===== src/rtl/count_sequencer_pkg.sv =====
// count_sequencer_pkg
//   Shared types and constants for the count_sequencer block.
//   seq_state_t  : run-controller states
//   bcd_digit_t  : one BCD digit (0..9)
//   DIR_UP/DOWN  : values of the dir input
package count_sequencer_pkg;

  typedef enum logic [1:0] {
    IDLE,
    RUN,
    PAUSE
  } seq_state_t;

  typedef logic [3:0] bcd_digit_t;

  localparam logic DIR_UP   = 1'b0;
  localparam logic DIR_DOWN = 1'b1;

endpackage


===== src/rtl/count_sequencer_if.sv =====
// count_sequencer_if
//   Control/display bundle of the count_sequencer.
//   start, stop, clear : single-cycle command pulses (master -> slave)
//   dir                : count direction level, 0 = up, 1 = down
//   tens, units        : BCD display digits (slave -> master)
//   running            : high while counting
//   wrap               : one-cycle pulse when the count wraps
interface count_sequencer_if;
  import count_sequencer_pkg::*;

  logic       start;
  logic       stop;
  logic       clear;
  logic       dir;
  bcd_digit_t tens;
  bcd_digit_t units;
  logic       running;
  logic       wrap;

  modport master (
    output start, stop, clear, dir,
    input  tens, units, running, wrap
  );

  modport slave (
    input  start, stop, clear, dir,
    output tens, units, running, wrap
  );

endinterface


===== src/rtl/count_sequencer_tick.sv =====
// tick_prescaler
//   Divides clk into count steps while enabled.
//   clk     : system clock
//   rst     : synchronous active-low reset
//   enable  : advance the prescaler this cycle
//   restart : force the prescaler back to 0 (wins over enable)
//   step    : high in the cycle whose edge completes a CLK_DIV period
module tick_prescaler #(
  parameter int unsigned CLK_DIV = 50_000_000
) (
  input  logic clk,
  input  logic rst,
  input  logic enable,
  input  logic restart,
  output logic step
);

  localparam int unsigned W = (CLK_DIV > 1) ? $clog2(CLK_DIV) : 1;
  localparam logic [W-1:0] LAST = W'(CLK_DIV - 1);

  logic [W-1:0] r_cnt;

  // step is combinational so the count moves on the same edge that
  // returns the prescaler to 0.
  assign step = enable && (r_cnt == LAST);

  always_ff @(posedge clk) begin
    if (!rst) begin
      r_cnt <= '0;
    end else if (restart) begin
      r_cnt <= '0;
    end else if (enable) begin
      r_cnt <= step ? '0 : r_cnt + 1'b1;
    end
  end

endmodule


===== src/rtl/count_sequencer.sv =====
// count_sequencer
//   Run controller plus BCD up/down counter for a two-digit display.
//   clk : system clock, rising edge
//   rst : synchronous active-low reset
//   bus : count_sequencer_if.slave
//         in : start, stop, clear (pulses), dir (0 up, 1 down)
//         out: tens, units (BCD), running, wrap (registered)
module count_sequencer
  import count_sequencer_pkg::*;
#(
  parameter int unsigned CLK_DIV   = 50_000_000,
  parameter int unsigned MAX_COUNT = 63
) (
  input  logic              clk,
  input  logic              rst,
  count_sequencer_if.slave  bus
);

  localparam bcd_digit_t MAX_TENS  = bcd_digit_t'(MAX_COUNT / 10);
  localparam bcd_digit_t MAX_UNITS = bcd_digit_t'(MAX_COUNT % 10);

  seq_state_t r_state, w_state_next;
  bcd_digit_t r_tens, r_units, w_tens_next, w_units_next;
  logic       r_running, r_wrap, w_wrap_next;
  logic       w_enable, w_restart, w_step;

  // Priority clear > stop > start; a stop in any state also masks start.
  always_comb begin
    w_state_next = r_state;
    if (bus.clear) begin
      w_state_next = IDLE;
    end else if (bus.stop) begin
      if (r_state == RUN) w_state_next = PAUSE;
    end else if (bus.start && (r_state != RUN)) begin
      w_state_next = RUN;
    end
  end

  // The prescaler only advances on cycles that stay in RUN, so a stop or
  // clear on a due edge suppresses the step.
  assign w_enable  = (r_state == RUN) && !bus.stop && !bus.clear;
  assign w_restart = bus.clear || (bus.start && !bus.stop && (r_state == IDLE));

  tick_prescaler #(
    .CLK_DIV (CLK_DIV)
  ) u_tick (
    .clk     (clk),
    .rst     (rst),
    .enable  (w_enable),
    .restart (w_restart),
    .step    (w_step)
  );

  always_comb begin
    w_tens_next  = r_tens;
    w_units_next = r_units;
    w_wrap_next  = 1'b0;
    if (bus.clear) begin
      w_tens_next  = '0;
      w_units_next = '0;
    end else if (w_step) begin
      if (bus.dir == DIR_UP) begin
        if ((r_tens == MAX_TENS) && (r_units == MAX_UNITS)) begin
          w_tens_next  = '0;
          w_units_next = '0;
          w_wrap_next  = 1'b1;
        end else if (r_units == 4'd9) begin
          w_units_next = '0;
          w_tens_next  = r_tens + 4'd1;
        end else begin
          w_units_next = r_units + 4'd1;
        end
      end else begin
        if ((r_tens == 4'd0) && (r_units == 4'd0)) begin
          w_tens_next  = MAX_TENS;
          w_units_next = MAX_UNITS;
          w_wrap_next  = 1'b1;
        end else if (r_units == 4'd0) begin
          w_units_next = 4'd9;
          w_tens_next  = r_tens - 4'd1;
        end else begin
          w_units_next = r_units - 4'd1;
        end
      end
    end
  end

  always_ff @(posedge clk) begin
    if (!rst) begin
      r_state   <= IDLE;
      r_tens    <= '0;
      r_units   <= '0;
      r_running <= 1'b0;
      r_wrap    <= 1'b0;
    end else begin
      r_state   <= w_state_next;
      r_tens    <= w_tens_next;
      r_units   <= w_units_next;
      r_running <= (w_state_next == RUN);
      r_wrap    <= w_wrap_next;
    end
  end

  assign bus.tens    = r_tens;
  assign bus.units   = r_units;
  assign bus.running = r_running;
  assign bus.wrap    = r_wrap;

endmodule


===== src/flat_wrapper.sv =====
// flat-port wrapper written by rule: the top's interface ports become plain ports
module count_sequencer_flat import count_sequencer_pkg::*;
#(
  parameter int unsigned CLK_DIV   = 50_000_000,
  parameter int unsigned MAX_COUNT = 63
)
  (clk, rst, bus_start, bus_stop, bus_clear, bus_dir, bus_tens, bus_units, bus_running, bus_wrap);
  count_sequencer_if bus_i ();
  input  logic clk;
  input  logic rst;
  input wire logic [$bits(bus_i.start)-1:0] bus_start;
  input wire logic [$bits(bus_i.stop)-1:0] bus_stop;
  input wire logic [$bits(bus_i.clear)-1:0] bus_clear;
  input wire logic [$bits(bus_i.dir)-1:0] bus_dir;
  output wire logic [$bits(bus_i.tens)-1:0] bus_tens;
  output wire logic [$bits(bus_i.units)-1:0] bus_units;
  output wire logic [$bits(bus_i.running)-1:0] bus_running;
  output wire logic [$bits(bus_i.wrap)-1:0] bus_wrap;
  assign bus_i.start = bus_start;
  assign bus_i.stop = bus_stop;
  assign bus_i.clear = bus_clear;
  assign bus_i.dir = bus_dir;
  assign bus_tens = bus_i.tens;
  assign bus_units = bus_i.units;
  assign bus_running = bus_i.running;
  assign bus_wrap = bus_i.wrap;
  count_sequencer #(.CLK_DIV(CLK_DIV), .MAX_COUNT(MAX_COUNT)) u_core (.clk(clk), .rst(rst), .bus(bus_i));
endmodule

===== config.mk =====
export PLATFORM = sky130hd
export DESIGN_NAME = count_sequencer_flat
export DESIGN_NICKNAME = d
export VERILOG_FILES = /design/src/rtl/count_sequencer_pkg.sv /design/src/rtl/count_sequencer_if.sv /design/src/rtl/count_sequencer_tick.sv /design/src/rtl/count_sequencer.sv /design/src/flat_wrapper.sv
export SDC_FILE = /design/constraint.sdc
export NUM_CORES = 1
export LEC_CHECK = 0
export ABC_AREA = 0
export CAP_MARGIN = 10
export CORE_AREA = 2 2 78 88
export DETAILED_ROUTE_END_ITERATION = 10
export DIE_AREA = 0 0 80 90
export HOLD_SLACK_MARGIN = 0.12
export PLACE_DENSITY = 0.58
export SYNTH_ARGS = -nofsm -noshare
export SYNTH_HDL_FRONTEND = slang
export SYNTH_SLANG_ARGS = --single-unit

===== constraint.sdc =====
create_clock -name clk -period 2.3 [get_ports clk]
set_clock_uncertainty 0.2 [all_clocks]
set_input_delay 0.345 -clock clk [delete_from_list [all_inputs] [get_ports clk]]
set_output_delay 0.345 -clock clk [all_outputs]
set_load 0.01 [all_outputs]

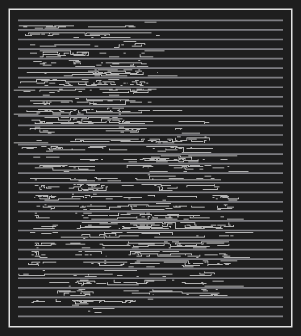
Figure 1: run 1, M1 wires.
Supply wires on this layer in gray.
nets with wire on the layer: 287
wire length on this layer: 2340 um
main direction: horizontal
share of all routed wire: 46%
longest straight run: 33.1 um

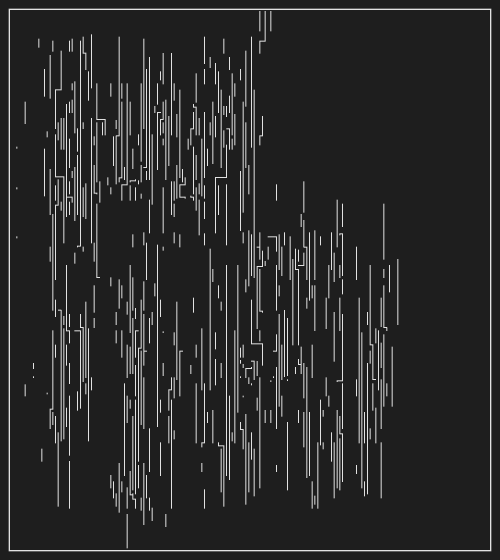
Figure 2: run 1, M2 wires.
main direction: vertical
share of all routed wire: 49%
nets with wire on the layer: 255
longest straight run: 35.0 um

==> flow.log, run 1 <==
[flow] final metrics
INFO  metric status = finished, violations left
INFO  metric violations = setup timing
INFO  metric power_per_standard_cell_area = around 390 nW/um^2
INFO  metric synthArstFlopShare = 0%
INFO  metric timing.reg2reg.worst_path_depth = 8
INFO  metric wl_met1 = 2341 um
INFO  metric required = 2.29 ns
INFO  metric most-common-layout-cells = 38 x sky130_fd_sc_hd__nor2_1, 37 x sky130_fd_sc_hd__dfxtp_1, 25 x sky130_fd_sc_hd__buf_4
INFO  metric row_count = 31
INFO  metric post-route-worst-setup-slack = -0.08091 ns
INFO  metric yosysWarnings = 0
INFO  metric top_logic_kind = simple AND/OR/NAND/NOR gates
INFO  metric tightest_slew = 0.6705 ns
INFO  metric synth_area = 2145 um^2
INFO  metric drt_drc_violations_left = 0
INFO  metric insertedDiodeCount = 0
INFO  metric syn_inst = around 260
INFO  metric fin_total_pwr = around 0.0012 W
INFO  metric antenna_left = 0
INFO  metric rsz_0062_raised_after_global_routing = true
INFO  metric grt_first_pass_wirelength = slightly below 9000 um
INFO  metric worst_path_largest_cell_delay = 0.52 ns
INFO  metric holdPathEnd = u_core.bus.running
INFO  metric finalSetupViolations = 13
INFO  metric layout_top_cell = sky130_fd_sc_hd__nor2_1
INFO  metric core_area = 6361 um^2
INFO  metric post_synth.cell_area_avg = 8.280 um^2
INFO  metric clock_latency_late_sink = 0.29 ns
INFO  metric grt.total_usage = 14.78%
INFO  metric htree_num_levels = 2
INFO  metric post_cts_buffers = 4
INFO  metric reg2reg_setup_slack = -0.08 ns
INFO  metric seq_area_frac_synth = 35.47%
INFO  metric cts.path.max_buffers = 2
INFO  metric synth_compound_gate_area_share = 11.67%
INFO  metric worst_hold_path_type = input port to register
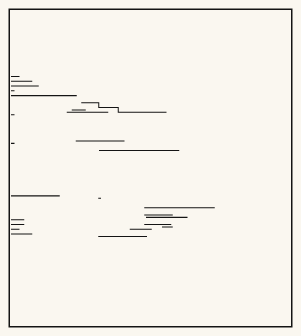
Figure 3: run 1, met3 routing.
nets with wire on the layer: 22
share of all routed wire: 4.2%

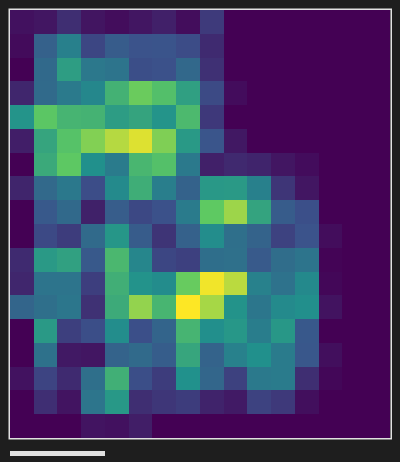
Figure 4: run 1, routed metal per tile.
Scale bar: 20 um. 16 x 18 tiles, from dark purple (low) to yellow (high), scaled to the fullest tile. Values are wire area over tile area, all layers added.
densest ninth of the die: middle
fullest tile: 0.44
emptiest ninth of the die: top right

==> run 1: metrics by stage <==
step | area [um^2] | hold WS (ns) | setup slack, ns | cells | setup TNS (ns)
global placement | 2681 | 0.2987 | -0.5006 | 370 | -14.17
CTS | 2813 | 0.2817 | -0.1727 | 381 | -1.335
floorplan | 2316 | 0.2243 | -0.08934 | 259 | -0.6211
global route | 2945 | 0.2786 | -0.1639 | 386 | -2.106
finish | 2945 | 0.2855 | -0.08091 | 386 | -0.6210
detailed placement | 2681 | 0.3084 | -0.5350 | 370 | -15.31
==> run 1: final cells by class <==
| cell class | instances | area [um^2] |
|---|---|---|
| Clock buffer | 5 | 68.82 |
| Clock inverter | 2 | 10.01 |
| Fill cell | 636 | 3416 |
| Inverter | 10 | 37.54 |
| Multi-Input combinational cell | 201 | 1518 |
| Sequential cell | 38 | 762.0 |
| Tap cell | 82 | 102.6 |
| Timing Repair Buffer | 48 | 446.7 |
==> run 1: report_power, final <==
part / switching [W] / internal [W]
Sequential: 0.000000500 / 0.000658
Clock: 0.000243 / 0.000204
Combinational: 0.0000299 / 0.0000269
Total: 0.000273 / 0.000889
==> run 1: sequential cells by signal (all words and copies together) (netlist names) <==
signal	cells
u_core.bus.running	1
u_core.bus.tens	4
u_core.bus.units	4
u_core.bus.wrap	1
u_core.r_state	2
u_core.u_tick.r_cnt	26
==> run 1: worst min-delay path, cell delays in order <==
cell                            delay (ns)
sky130_fd_sc_hd__dlygate4sd2_1        0.21
sky130_fd_sc_hd__buf_4                0.13
sky130_fd_sc_hd__nor3_1               0.05
==> run 1: synthesized netlist by cell type, drive strengths merged, types with 4 or more instances <==
library cell  instances  area (um^2)
a21oi                 9        45.04
and3                  4        25.02
buf                   6        42.54
clkbuf                5        18.77
dfxtp                38        760.7
ha                    8        100.1
inv                  10        37.54
mux2i                 5        50.05
nand2                21        78.83
nand3                10        50.05
nand4                 7        43.79
nor2                 43        166.4
nor2b                 4        25.02
nor3                  8        40.04
nor4                  8        50.05
o21ai                 9        45.04
xnor2                20        175.2
xor2                  4        35.03
==> run 1: metal layers <==
metal  vias to the layer above  track usage (%)
li1                       1001                -
met1                       926            19.40
met2                        36            24.31
met3                         5            3.313
met4                         0            3.814
met5                         -                0
==> run 1: cells by family (layout without fill, tap and decap cells) <==
family                     Yosys count  count (layout)
muxes                                5               5
xor gates and xnor gates            24              24
DFF                                 38              38
and+or+nand+nor                    128             129
buffers and inverters               21              65
AOI/OAI and AO/OA                   35              35
adders and majority gates            8               8
==> run 1: how the worst max path moves through the flow <==
stage / start / slack (ns) / end / depth (start not counted)
6_report: u_core.r_state[1] / -0.08 / u_core.u_tick.r_cnt[24] / 8
5_1_grt: u_core.r_state[1] / -0.16 / u_core.u_tick.r_cnt[17] / 7
4_1_cts: u_core.r_state[1] / -0.17 / u_core.u_tick.r_cnt[20] / 7
3_5_place_dp: bus_stop / -0.54 / u_core.bus.units[2] / 7
3_3_place_gp: bus_stop / -0.50 / u_core.u_tick.r_cnt[16] / 7
2_1_floorplan: bus_stop / -0.09 / u_core.bus.tens[0] / 6
==> inputs of run 2 (changes only) <==
CORE_AREA = 2 2 65 73   (was 2 2 78 88)
DIE_AREA = 0 0 67 75   (was 0 0 80 90)
PLACE_DENSITY = 0.78   (was 0.58)
SKIP_LAST_GASP = 1   (was default)
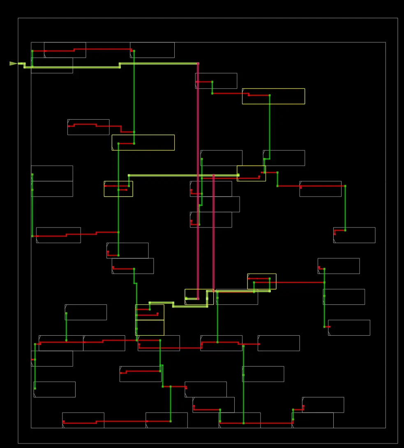
Figure 5: run 2, clock wiring as the flow saved it.
total of clock buffers placed in the layout: 6
Seq cells: 38
power dissipated in the clock network: 0.000715 W
Clock Latency Late Sink: 0.29 ns
Clock Sinks: 38

==> run 2 against run 1 <==
The run still ends with setup timing left. Area after synthesis unchanged. Synthesized cell count unchanged. Register-to-register slack gained 0.05 ns. Final area decreased by 0.17%. Via count is 4.2% higher. Non-clock buffer count is the same. Wire length up 4.9%. Global-route usage up 7.9 points.
==> flow.log, run 2 <==
[flow] final metrics
INFO  metric status = finished, violations left
INFO  metric violations = setup timing
INFO  metric most-common-layout-cells = 40 x sky130_fd_sc_hd__nor2_1, 35 x sky130_fd_sc_hd__dfxtp_1, 27 x sky130_fd_sc_hd__buf_4
INFO  metric worst_hold_path_type = input port to register
INFO  metric share_seq_of_total_power = 46.0% (-11 points)
INFO  metric area.combinational = 1490 um^2 (-1.8%)
INFO  metric drt_drc_violations_left = 0 (unchanged)
INFO  metric grt_first_pass_wirelength = 8707 um (-0.40%)
INFO  metric timing.reg2reg.worst_path_depth = 7 (-1)
INFO  metric rsz_0062_raised_after_global_routing = true
INFO  metric largest_reg_flops = 26 (unchanged)
INFO  metric postLayoutCellArea = 2940 um^2 (-0.17%)
INFO  metric required = 2.30 ns (about the same)
INFO  metric synthArstFlopShare = 0% (unchanged)
INFO  metric comb_power_share = 4.1% (-0.8 points)
INFO  metric htree_num_levels = 2 (unchanged)
INFO  metric cp_capture_point = u_core.u_tick.r_cnt[15]
INFO  metric clock_power_share = 49.9% (+12 points)
INFO  metric area_leaders = sky130_fd_sc_hd__dfxtp_1 35%, sky130_fd_sc_hd__xnor2_1 8.2%, sky130_fd_sc_hd__nor2_1 7.2%
INFO  metric post-synth-top-count-cell = sky130_fd_sc_hd__nor2_1
INFO  metric yosysWarnings = 0 (unchanged)
INFO  metric layout_top_cell = sky130_fd_sc_hd__nor2_1
INFO  metric dp_cells = 341 (-7.8%)
INFO  metric switching_share = 19.74% (-3.8 points)
INFO  metric top_logic_kind = simple AND/OR/NAND/NOR gates
INFO  metric fill_cells = 331 (-48%)
INFO  metric row_count = 25 (-19%)
INFO  metric post-route-worst-setup-slack = -0.03358 ns (+0.04733 ns)
INFO  metric finalSetupViolations = 6 (-7)
==> run 2: cell types whose count changed in the layout (fill, tap and decap cells not counted), sizes merged <==
| cell | before | now |
|---|---|---|
| clkdlybuf4s15 | 0 | 2 |
| dlygate4sd2 | 2 | 0 |
| clkbuf | 5 | 6 |
| clkinv | 2 | 0 |
| bufinv | 0 | 2 |
==> run 2: routing by layer <==
metal	up-vias	global-route usage [%]	routed length [um]
met5	-	0	0
met4	0	7.256	83
met3	6	4.036	232
met2	62	40.81	2752
met1	976	27.21	2241
li1	1007	-	-
==> run 2: repair_timing <==
item                       4_1_cts  5_1_grt
cloned                           1        0
pin swaps                       17       19
resized                         13       11
buffers inserted                 7        2
hold buffers                     0        0
setup endpoints to repair       33       20
==> run 2: power by group through the flow <==
stage | Sequential, W | Combinational (W) | Clock [W]
floorplan | 0.000675 | 0.0000291 | 0
global placement | 0.000674 | 0.0000579 | 0
detailed placement | 0.000675 | 0.0000584 | 0
CTS | 0.000659 | 0.0000584 | 0.000721
global route | 0.000659 | 0.0000650 | 0.000742
finish | 0.000659 | 0.0000593 | 0.000715
==> run 2: critical path, stage by stage, from the launching register on <==
cell                      delay [ns]
sky130_fd_sc_hd__dfxtp_2        0.32
sky130_fd_sc_hd__or4b_4         0.49
sky130_fd_sc_hd__buf_6          0.13
sky130_fd_sc_hd__buf_6          0.11
sky130_fd_sc_hd__or4_4          0.57
sky130_fd_sc_hd__nor3_2         0.21
sky130_fd_sc_hd__xnor2_1        0.14
sky130_fd_sc_hd__nor2_1         0.05
==> run 2: cell type report <==
class / instances / share of cell area (%)
well taps: 54 / 2.298
clock inverters: 2 / 2.043
multi-input cells: 201 / 50.68
flip-flops and latches: 38 / 26.00
repair buffers: 48 / 14.89
clock buffers: 6 / 2.809
inverters: 10 / 1.277
==> run 2: cell families (layout without fill, tap and decap cells) <==
logic type      after synthesis  count (layout)
flops                        38              38
xor+xnor                     24              24
compound gates               35              35
mux                           5               5
simple gates                128             129
fa+ha+maj                     8               8
buf+inv                      21              66
==> run 2: through the flow <==
stage               setup WS, ns  utilization (%)  hold WS (ns)
finish                  -0.03358            69.12        0.2666
global route             -0.1021            69.12        0.2786
CTS                      -0.1398            67.74        0.2707
detailed placement       -0.5402            62.03        0.3072
global placement         -0.4923            62.03        0.2963
floorplan               -0.08934                -        0.2243
==> run 2: worst min-delay path by stage <==
stage	from	endpoint
3_5_place_dp	u_core.u_tick.r_cnt[25]	u_core.u_tick.r_cnt[25]
4_1_cts	bus_stop	u_core.bus.running
6_report	bus_stop	u_core.bus.running
3_3_place_gp	u_core.u_tick.r_cnt[25]	u_core.u_tick.r_cnt[25]
5_1_grt	bus_stop	u_core.bus.running
2_1_floorplan	bus_stop	u_core.bus.running
==> inputs of run 3 (changes only) <==
TNS_END_PERCENT = 100   (was default)
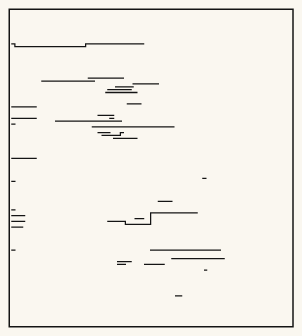
Figure 6: run 3, met3 routing.
share of all routed wire: 4.4%
longest straight run: 19.3 um
main direction: horizontal
wire length on this layer: 232 um

==> run 3 against run 2 <==
The run still ends with setup timing left. Final cell count unchanged. Final area is the same. Setup slack unchanged. Fmax stayed put. Count of clock-buffer cells in the layout did not move. Total power is the same. Combinational power about the same. Wire length is the same. Critical path depth unchanged. Non-clock buffer count stayed put. Clock power about the same. Core utilization is the same. Critical endpoint unchanged. Highest routed layer unchanged.
==> flow.log, run 3 <==
[flow] final metrics
INFO  metric status = finished, violations left
INFO  metric violations = setup timing
INFO  metric required = 2.30 ns (about the same)
INFO  metric post-synth-top-count-cell = sky130_fd_sc_hd__nor2_1
INFO  metric most-common-layout-cells = 40 x sky130_fd_sc_hd__nor2_1, 35 x sky130_fd_sc_hd__dfxtp_1, 27 x sky130_fd_sc_hd__buf_4
INFO  metric yosysWarnings = 0 (unchanged)
INFO  metric critical_path_class = register to register
INFO  metric cpMostUsedCell = sky130_fd_sc_hd__buf_6
INFO  metric clock_latency_late_sink = 0.29 ns (about the same)
INFO  metric crit_slowest_cell = sky130_fd_sc_hd__or4_4
INFO  metric seq_area_frac_synth = about 35%
INFO  metric finalSetupViolations = 6 (unchanged)
INFO  metric timing.critical_path.max_delay_family = simple AND/OR/NAND/NOR gates
INFO  metric grt_first_pass_wirelength = 8707 um (unchanged)
INFO  metric area_leaders = sky130_fd_sc_hd__dfxtp_1 35%, sky130_fd_sc_hd__xnor2_1 8.2%, sky130_fd_sc_hd__nor2_1 7.2%
INFO  metric globalplace.congestion = 0.8232
INFO  metric post_drt_via_cell_ratio = 5.713
INFO  metric edf_count = 0
INFO  metric area.combinational = 1490 um^2 (unchanged)
INFO  metric worst_hold_path_type = input port to register
INFO  metric drt_drc_violations_left = 0 (unchanged)
INFO  metric drtPass1Iterations = 4
INFO  metric layout_top_cell = sky130_fd_sc_hd__nor2_1
INFO  metric rsz_0062_raised_after_global_routing = true
INFO  metric final_util = 69.12% (unchanged)
INFO  metric worst_path_largest_cell_delay = 0.57 ns (about the same)
INFO  metric cts_hold_repair_buffers = 0 (unchanged)
INFO  metric htree_num_levels = 2 (unchanged)
INFO  metric row_count = 25 (unchanged)
INFO  metric clock_sinks = 38 (unchanged)
INFO  metric die-height = 75 um
INFO  metric synthArstFlopShare = 0% (unchanged)
INFO  metric fill_cells = 331 (unchanged)
INFO  metric largest_reg_flops = 26 (unchanged)
INFO  metric critPathBufInv = 2 (unchanged)
INFO  metric vias_in_the_first_global_route = 1907
INFO  metric dp_cells = 341 (unchanged)
INFO  metric timing.critical_path.cells = or4b_4 > buf_6 > buf_6 > or4_4 > nor3_2 > xnor2_1 > nor2_1
INFO  metric tightest_slew = 0.6128 ns
INFO  metric post-route-worst-setup-slack = -0.03358 ns (unchanged)
INFO  metric register_area = 764.5 um^2
## run 3: cell counts after synthesis
No cell type changed its count.
## run 3: layer usage
layer	vias up	routed length, um	GRT usage [%]
met5	-	0	0
met2	62	2752	40.81
met3	6	232	4.036
met1	976	2241	27.21
met4	0	83	7.256
li1	1007	-	-
## run 3: layout make-up
cell class | instances | share of cell area [%]
flip-flops and latches | 38 | 26.00
well taps | 54 | 2.298
clock inverters | 2 | 2.043
inverters | 10 | 1.277
multi-input cells | 201 | 50.68
clock buffers | 6 | 2.809
repair buffers | 48 | 14.89
## run 3: kinds of logic after synthesis
group	after synthesis	share of synthesized area (%)
AND/OR/NAND/NOR	128	31.45
flip-flops	38	35.47
AND-OR/OR-AND	35	11.67
XOR/XNOR	24	9.802
buffers and inverters	21	4.609
adder cells (fa/ha/maj)	8	4.668
multiplexers	5	2.334
## run 3: tightest hold or removal path, cell delays in order
cell                              delay, ns
sky130_fd_sc_hd__clkdlybuf4s15_1       0.19
sky130_fd_sc_hd__buf_4                 0.13
sky130_fd_sc_hd__nor3_1                0.05
## run 3: worst paths after layout
kind	cells past startpoint	endpoint	from	slack (ns)
worst min register to register	2	u_core.u_tick.r_cnt[25]	u_core.u_tick.r_cnt[25]	0.33
worst max-delay path	7	u_core.u_tick.r_cnt[15]	u_core.r_state[1]	-0.03
worst max register to register	7	u_core.u_tick.r_cnt[15]	u_core.r_state[1]	-0.03
worst min-delay path	3	u_core.bus.running	bus_stop	0.27
## run 3: timing repair
item | CTS | global route
setup endpoints to repair | 33 | 20
pin swaps | 17 | 19
setup buffers | 7 | 2
resized | 13 | 11
cloned | 1 | 0
## run 3: stage by stage
stage / hold slack [ns] / setup WS (ns) / area [um^2]
after CTS: 0.2707 / -0.1398 / 2882
after floorplan: 0.2243 / -0.08934 / 2316
after detailed placement: 0.3072 / -0.5402 / 2639
after global routing: 0.2786 / -0.1021 / 2940
final: 0.2666 / -0.03358 / 2940
after global placement: 0.2963 / -0.4923 / 2639
## run 3: power breakdown
part | internal [W] | switching, W
Combinational | 0.0000287 | 0.0000305
Sequential | 0.000658 | 0.000000545
Clock | 0.000463 | 0.000252
Total | 0.00115 | 0.000283
Power is estimated from default activity; no workload was simulated.
